**src/rtl/sort_pkg.sv**
```systemverilog
// Shared sort-system definitions: reader FSM states and default geometry.
// Latency: n/a (types and constants only).
// Backpressure: n/a.
// Contents:
//   SORT_K / SORT_N / SORT_AW - default word width, word count, RAM address width
//   rd_state_e                - result reader state encoding
package sort_pkg;

  localparam int SORT_K  = 8;
  localparam int SORT_N  = 8;
  localparam int SORT_AW = 3;

  typedef enum logic [1:0] {
    IDLE  = 2'd0,
    FETCH = 2'd1,
    DRAIN = 2'd2,
    DONE  = 2'd3
  } rd_state_e;

endpackage

```
**src/rtl/rd_skid_fifo.sv**
```systemverilog
// Two-entry FIFO that absorbs RAM read data while the consumer stalls.
// Latency: pushed entry visible at head one cycle after push.
// Backpressure: none internally; the caller must never push when full.
// Ports:
//   clk, rst            - clock, async active-low reset
//   push, push_dat      - write strobe and entry
//   pop                 - remove head entry (caller guarantees count != 0)
//   head_dat            - current head entry
//   count               - occupancy 0..2
module rd_skid_fifo #(
  parameter int W = 9
) (
  input  logic         clk,
  input  logic         rst,
  input  logic         push,
  input  logic [W-1:0] push_dat,
  input  logic         pop,
  output logic [W-1:0] head_dat,
  output logic [1:0]   count
);

  logic [W-1:0] mem_q [2];
  logic [W-1:0] mem_d [2];
  logic         wr_ptr_q, wr_ptr_d;
  logic         rd_ptr_q, rd_ptr_d;
  logic [1:0]   count_q, count_d;

  always_comb begin
    mem_d = mem_q;
    if (push) mem_d[wr_ptr_q] = push_dat;
    wr_ptr_d = wr_ptr_q ^ push;
    rd_ptr_d = rd_ptr_q ^ pop;
    // push and pop in the same cycle leave occupancy unchanged
    count_d  = count_q + {1'b0, push} - {1'b0, pop};
  end

  always_ff @(posedge clk or negedge rst) begin
    if (!rst) begin
      mem_q[0] <= '0;
      mem_q[1] <= '0;
      wr_ptr_q <= 1'b0;
      rd_ptr_q <= 1'b0;
      count_q  <= 2'd0;
    end else begin
      mem_q    <= mem_d;
      wr_ptr_q <= wr_ptr_d;
      rd_ptr_q <= rd_ptr_d;
      count_q  <= count_d;
    end
  end

  assign head_dat = mem_q[rd_ptr_q];
  assign count    = count_q;

endmodule

```
**src/rtl/sort_result_reader.sv**
```systemverilog
// Streams the N sorted words out of the shared RAM over valid/ready once the sort completes.
// Latency: first m_valid two cycles after the first rd_en; one word per cycle with m_ready high.
// Backpressure: reads throttled so buffered + in-flight words never exceed two; output held while stalled.
// Optional feature macro: SORTED_CHECK_EN adds sort_err, a sticky flag for any descending pair.
// Ports:
//   clk, rst                  - clock, async active-low reset
//   start                     - begin a stream (honoured in IDLE only)
//   rd_en, rd_addr, rd_data   - RAM read port (data returns the cycle after rd_en)
//   m_valid, m_data, m_last,
//   m_ready                   - output stream, m_last marks word N-1
//   busy, done                - stream in progress / one-cycle completion pulse
//   sort_err                  - (SORTED_CHECK_EN only) order violation seen this stream
module sort_result_reader
  import sort_pkg::*;
#(
  parameter int K  = SORT_K,
  parameter int N  = SORT_N,
  parameter int AW = SORT_AW
) (
  input  logic          clk,
  input  logic          rst,
  input  logic          start,
  output logic          rd_en,
  output logic [AW-1:0] rd_addr,
  input  logic [K-1:0]  rd_data,
  output logic          m_valid,
  output logic [K-1:0]  m_data,
  output logic          m_last,
  input  logic          m_ready,
  output logic          busy,
  output logic          done
`ifdef SORTED_CHECK_EN
  ,
  output logic          sort_err
`endif
);

  localparam logic [AW-1:0] LAST_ADDR = AW'(N - 1);

  rd_state_e     state_q, state_d;
  logic [AW-1:0] addr_q, addr_d;
  logic          inflight_q, inflight_d;
  logic          inflight_last_q, inflight_last_d;
  logic          busy_q, busy_d;
  logic          done_q, done_d;

  logic [1:0]    fifo_count;
  logic [K:0]    fifo_head;
  logic [2:0]    occ_after_pop;
  logic          pop;
  logic          issue;
  logic          is_last_rd;
  logic          start_acc;
  logic          head_vld;

  assign head_vld   = (fifo_count != 2'd0);
  assign pop        = head_vld & m_ready;
  assign is_last_rd = (addr_q == LAST_ADDR);
  assign start_acc  = (state_q == IDLE) & start;

  // Space check counts the word already in flight and credits this cycle's pop,
  // so a new read never lands in a full buffer yet full rate is sustained.
  assign occ_after_pop = {1'b0, fifo_count} + {2'b0, inflight_q} - {2'b0, pop};
  assign issue         = (state_q == FETCH) && (occ_after_pop < 3'd2);

  always_comb begin
    state_d = state_q;
    addr_d  = addr_q;
    case (state_q)
      IDLE: begin
        if (start) begin
          state_d = FETCH;
          addr_d  = '0;
        end
      end
      FETCH: begin
        if (issue) begin
          if (is_last_rd) begin
            state_d = DRAIN;
            addr_d  = '0;
          end else begin
            addr_d = addr_q + 1'b1;
          end
        end
      end
      DRAIN: begin
        // the last tag lives with the data, so the final beat is recognised at the head
        if (pop && fifo_head[K]) state_d = DONE;
      end
      DONE:    state_d = IDLE;
      default: state_d = IDLE;
    endcase

    inflight_d      = issue;
    inflight_last_d = issue & is_last_rd;
    busy_d          = (state_d == FETCH) || (state_d == DRAIN);
    done_d          = (state_d == DONE);
  end

  always_ff @(posedge clk or negedge rst) begin
    if (!rst) begin
      state_q         <= IDLE;
      addr_q          <= '0;
      inflight_q      <= 1'b0;
      inflight_last_q <= 1'b0;
      busy_q          <= 1'b0;
      done_q          <= 1'b0;
    end else begin
      state_q         <= state_d;
      addr_q          <= addr_d;
      inflight_q      <= inflight_d;
      inflight_last_q <= inflight_last_d;
      busy_q          <= busy_d;
      done_q          <= done_d;
    end
  end

  rd_skid_fifo #(
    .W (K + 1)
  ) u_buf (
    .clk      (clk),
    .rst      (rst),
    .push     (inflight_q),
    .push_dat ({inflight_last_q, rd_data}),
    .pop      (pop),
    .head_dat (fifo_head),
    .count    (fifo_count)
  );

  assign rd_en   = issue;
  assign rd_addr = addr_q;
  assign m_valid = head_vld;
  // stale head contents are masked so idle outputs read as zero
  assign m_data  = head_vld ? fifo_head[K-1:0] : '0;
  assign m_last  = head_vld & fifo_head[K];
  assign busy    = busy_q;
  assign done    = done_q;

`ifdef SORTED_CHECK_EN
  logic         sort_err_q, sort_err_d;
  logic [K-1:0] prev_q, prev_d;
  logic         have_prev_q, have_prev_d;

  always_comb begin
    sort_err_d  = sort_err_q;
    prev_d      = prev_q;
    have_prev_d = have_prev_q;
    if (start_acc) begin
      sort_err_d  = 1'b0;
      have_prev_d = 1'b0;
    end else if (pop) begin
      if (have_prev_q && (fifo_head[K-1:0] < prev_q)) sort_err_d = 1'b1;
      prev_d      = fifo_head[K-1:0];
      have_prev_d = 1'b1;
    end
  end

  always_ff @(posedge clk or negedge rst) begin
    if (!rst) begin
      sort_err_q  <= 1'b0;
      prev_q      <= '0;
      have_prev_q <= 1'b0;
    end else begin
      sort_err_q  <= sort_err_d;
      prev_q      <= prev_d;
      have_prev_q <= have_prev_d;
    end
  end

  assign sort_err = sort_err_q;
`else
  logic unused_start_acc;
  assign unused_start_acc = start_acc;
`endif

endmodule

```
**config.mk**
```make
export PLATFORM = sky130hd
export DESIGN_NAME = sort_result_reader
export DESIGN_NICKNAME = d
export VERILOG_FILES = /design/src/rtl/sort_pkg.sv /design/src/rtl/rd_skid_fifo.sv /design/src/rtl/sort_result_reader.sv
export SDC_FILE = /design/constraint.sdc
export NUM_CORES = 1
export LEC_CHECK = 0
export ABC_CLOCK_PERIOD_IN_PS = 2600
export CAP_MARGIN = 20
export CORE_MARGIN = 5
export CORE_UTILIZATION = 52
export CTS_CLUSTER_DIAMETER = 40
export DETAILED_ROUTE_END_ITERATION = 10
export GPL_TIMING_DRIVEN = 0
export PLACE_DENSITY = 0.9
export SLEW_MARGIN = 25
export SYNTH_ARGS = -nofsm -noshare
export SYNTH_HDL_FRONTEND = slang
export SYNTH_HIERARCHICAL = 1
export SYNTH_SLANG_ARGS = --single-unit
```
**constraint.sdc**
```tcl
create_clock -name clk -period 2.6 [get_ports clk]
set_input_delay 0.52 -clock clk [delete_from_list [all_inputs] [get_ports clk]]
set_output_delay 0.52 -clock clk [all_outputs]
set_load 0.02 [all_outputs]
```
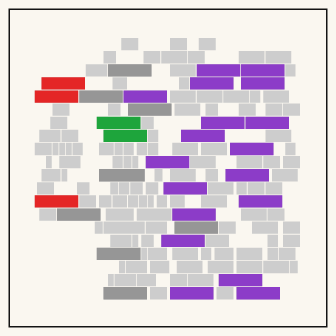
(run_1/flops_by_reg.png)
Other sequential cells in the stronger grey, the rest of the logic in the fainter grey.
`rd_addr`: in red, placed flops 3. `state_q`: in green, placed flops 2. `u_buf/mem_q`: in purple, placed flops 18.
register area: 777 sq um
flop share of the area: 0.388

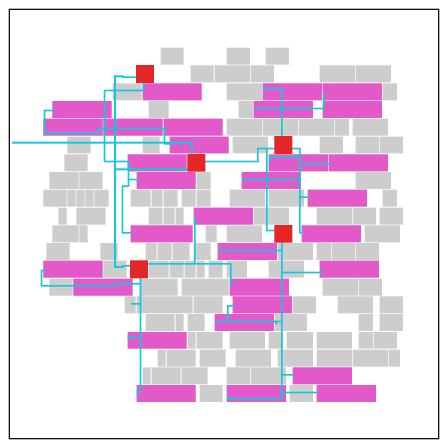
(run_1/clk_routes.png)
clock wires: in cyan, length 368 um. clock drivers: in red, count 5. flip-flops: in magenta, count 31.
There are 6 routed clock nets.

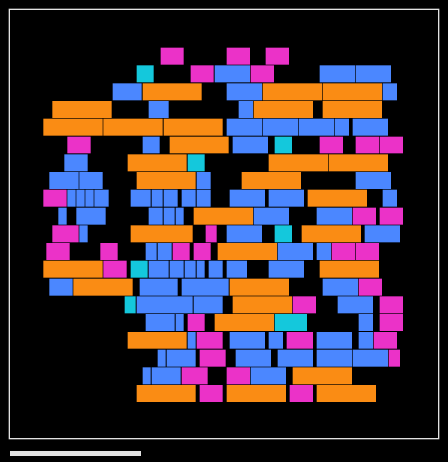
(run_1/placement_by_type.png)
The bar under the picture is 20 um long.
clock drivers and dummy loads: in cyan, cells 7, share of their area 2.9%. sequential cells: in orange, cells 31, share of their area 40%. combinational and other logic: in blue, cells 77, share of their area 40%. remaining buffers and delay cells: in magenta, cells 35, share of their area 17%.

==> job_summary.md, run 1 <==
### Flow metrics

| Metric | Value |
|---|---|
| Status | finished clean |
| Slew @ Worst Pin | approximately 670 ps |
| Adder Area Share | 0.0670 |
| Post-route ant nets | 0 |
| Floorplan utilization | 0.535 |
| Final number of hold-violating endpoints | 0 |
| NetSw | roughly 0.001 W |
| Critical path class | reg2out |
| Placed Cells | ~170 |
| Post-route minimum period | approximately 2500 ps |
| Worst setup path endpoint | rd_en |
| GPL Wtd Cong | between 0.6 and 0.7 |
| Yosys warnings | 6 |
| Share of total power in sequential cells | 0.302 |
| Clk latency late pin | ~320 ps |
| Initial DRC count | 20 |
| Layout cell share with drive strength beyond 1 | 0.353 |
| I/O Pins | 28 |
| Final WS setup | between 70 and 80 ps |
| Antenna diodes | 0 |
| Total Power | 0.00280 W |
| Vias after detailed routing | roughly 950 |
| Longest Clk Path Bufs | 2 |
| # H-tree levels | 2 |
| Total Neg Setup Slack | 0 ps |
| Syn nets | about 130 |
| Tool Warnings | 27 |
| Die X | 65.6 um |
| Crit path depth | 7 |
| Ys cells | around 110 |
| Via density | a little over 5 |
| Core Rows | 20 |
| Final std cells w/o fill | roughly 180 |
| CTS resizes | 11 |
| Unique cell types | 23 |
| Synth flops | 31 |
| # Taps | 33 |
| Peak VDD IR | about 0.83 mV |
| Root Buffer | clkbuf_4 |
| AO/OA Area Share | 0.0187 |
| Cells after Synth | between 100 and 150 |
| Bufs w/o clock | 35 |
| Crit path DAT | roughly 2000 ps |
| Filler instances | about 220 |
==> run 1: cells in the final DEF, fill, tap and decap left out, types with 2 or more instances in the layout <==
cell type         n
buf_6             4
dfrtp_1          30
clkdlybuf4s50_1  24
or2_2             2
xor2_1            2
nor2b_1           2
nand2_1           5
clkbuf_4          5
buf_2             2
o21ai_0           2
and2_1           10
buf_4             4
inv_1             6
mux2i_1           3
ha_1              7
mux2_4           27
==> run 1: synthesized netlist by cell type <==
cell,instances,area [sq um]
fa_1,1,20.0
and2_1,10,62.6
and2_2,1,7.51
nor2b_1,2,12.5
or3b_2,1,8.76
mux2i_1,3,30.0
nor3_4,1,16.3
o21ai_0,3,15.0
nor2_1,1,3.75
a21o_2,1,8.76
buf_2,1,5.00
nand2_1,5,18.8
buf_6,3,33.8
or2_2,2,12.5
ha_1,7,87.6
xor3_1,1,23.8
xor2_1,2,17.5
nand4_1,1,6.26
nand3_1,1,5.00
o22ai_1,1,6.26
inv_1,6,22.5
mux2_4,27,405
dfrtp_1,31,776
==> run 1: kinds of logic after synthesis <==
logic type      count (synthesis)
simple gates                   25
compound gates                  5
flops                          31
buf+inv                        10
mux                            30
xor+xnor                        3
fa+ha+maj                       8
==> run 1: per-stage QoR <==
step / util / instance area, sq um
floorplan: - / 1610
global placement: 0.638 / 1920
detailed placement: 0.637 / 1910
CTS: 0.668 / 2000
global route: 0.668 / 2000
finish: 0.668 / 2000
==> run 1: per-layer routing <==
metal  part of all wire  global-route usage  up-vias  wire length [um]
li1                   -                   -      453                 -
met1               0.42               0.178      469              1190
met2               0.52               0.263       23              1460
met3              0.053              0.0479        3               151
met4              0.010              0.0544        0                29
met5                  0                   0        -                 0
==> inputs of run 2 (changes only) <==
--- a/config.mk
+++ b/config.mk
@@ -6,7 +6,6 @@
 export NUM_CORES = 1
 export LEC_CHECK = 0
 export ABC_CLOCK_PERIOD_IN_PS = 2600
-export CAP_MARGIN = 20
 export CORE_MARGIN = 5
 export CORE_UTILIZATION = 52
 export CTS_CLUSTER_DIAMETER = 40
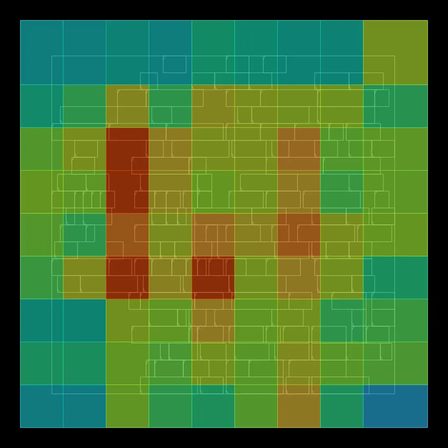
(run_2/congestion.png)
GRT busiest layer: met2
Post-Route Utilization: 0.668
per-cell routed wire length: 15.5 um
met1 usage: 0.178
met3 GRT Util: 0.0479

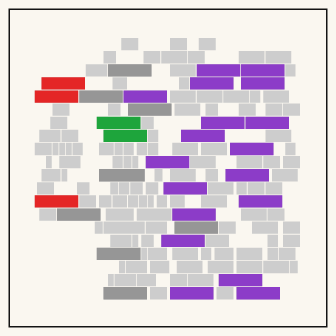
(run_2/flops_by_reg.png)
Other sequential cells in the stronger grey, the rest of the logic in the fainter grey.
`state_q`: in green, placed flops 2. `u_buf/mem_q`: in purple, placed flops 18. `rd_addr`: in red, placed flops 3.
Another 8 sequential cells are not coloured.

==> job_summary.md, run 2 <==
### Flow metrics

| Metric | Value |
|---|---|
| Status | finished clean |
| Final std cells w/o fill | ~180 |
| Share of total power in sequential cells | 0.302 |
| Root Buffer | clkbuf_4 |
| Layout cell share with drive strength beyond 1 | 0.353 |
| Commonest Layout Cell | dfrtp_1 |
| Post-synth EDFFs | 0 |
| Cell area leaders | dfrtp_1 48%, mux2_4 25%, ha_1 5.5% |
| Cells after Synth | around 110 |
| Critical path class | reg2out |
| I/O Pins | 28 |
| DP Area | between 1500 and 2000 sq um |
| Via density | around 5.2 |
| Post-route minimum period | between 2000 and 3000 ps |
| Post-synth top flop | dfrtp_1 |
| Unique cell types | 23 |
| Vias after detailed routing | approximately 950 |
| NetSw | ~0.001 W |
| Top cell area share | 0.483 |
| Final number of hold-violating endpoints | 0 |
| Yosys warnings | 6 |
| Tool Warnings | 27 |
| Final WS setup | between 70 and 80 ps |
| # H-tree levels | 2 |
| Slew @ Worst Pin | ~670 ps |
| Total Power | roughly 0.0028 W |
| Ys async rst share | 1.00 |
| Floorplan utilization | 0.535 |
| Syn nets | 132 |
| Post-route ant nets | 0 |
| Placed Cells | 172 |
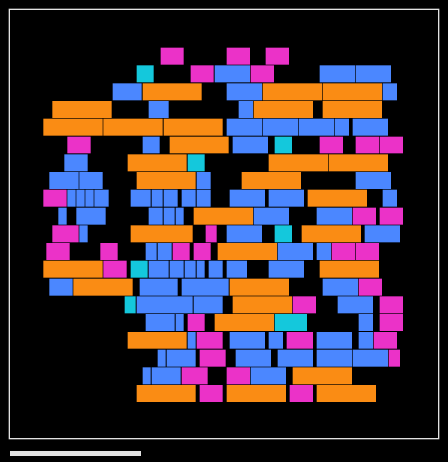
(run_2/placement_by_type.png)
The bar under the picture is 20 um long.
remaining buffers and delay cells: in magenta, cells 35, share of their area 17%. combinational and other logic: in blue, cells 77, share of their area 40%. sequential cells: in orange, cells 31, share of their area 40%. clock drivers and dummy loads: in cyan, cells 7, share of their area 2.9%.
core footprint: 3000 sq um
design area: 2000 sq um
Core Rows: 20

==> run 2: final cells by class <==
| cell class | count | area [sq um] |
|---|---|---|
| timing repair buffer | 31 | 298 |
| tap | 33 | 41.3 |
| fill | 221 | 998 |
| inverter | 6 | 22.5 |
| buffer | 4 | 38.8 |
| clock buffer | 6 | 51.3 |
| sequential | 31 | 777 |
| clock inverter | 1 | 5.00 |
| multi-input combinational | 71 | 771 |
==> run 2: worst max-delay path, stage by stage (launching register included) <==
cell and delay [ps]:
dfrtp_2 430, nand2_1 100, nor2_2 50, buf_4 130, fa_1 400, xor2_1 210, nor3_4 220, buf_6 150
==> run 2: kinds of logic after synthesis <==
| group | share of synthesized area |
|---|---|
| fa+ha+maj | 0.0670 |
| compound gates | 0.0187 |
| buf+inv | 0.0382 |
| flops | 0.483 |
| simple gates | 0.0959 |
| mux | 0.271 |
| xor+xnor | 0.0257 |
==> run 2: repair_timing <==
action | 4_1_cts | 5_1_grt
gates resized | 11 | 1
setup endpoints to repair | 2 | 1
setup buffers | 4 | 0
pin swaps | 3 | 2
hold endpoints to repair | 0 | 0
==> run 2: path summary, 6_finish.rpt <==
kind | end | depth (start not counted) | from
hold / removal | u_buf/mem_q[5] | 1 | rst
setup reg to reg | busy | 9 | u_buf/count[1]
max in group asynchronous | u_buf/count[1] | 1 | rst
hold reg to reg | u_buf/mem_q[9] | 1 | u_buf/mem_q[9]
min in group clk | u_buf/mem_q[9] | 1 | u_buf/mem_q[9]
setup / recovery | rd_en | 7 | u_buf/count[1]
==> run 2: layer usage <==
layer	part of all wire	wire length (um)	global-route usage	up-vias
met5	0	0	0	-
met1	0.42	1190	0.178	469
li1	-	-	-	453
met3	0.053	151	0.0479	3
met2	0.52	1460	0.263	23
met4	0.010	29	0.0544	0
Power and IR drop assume default switching activity.
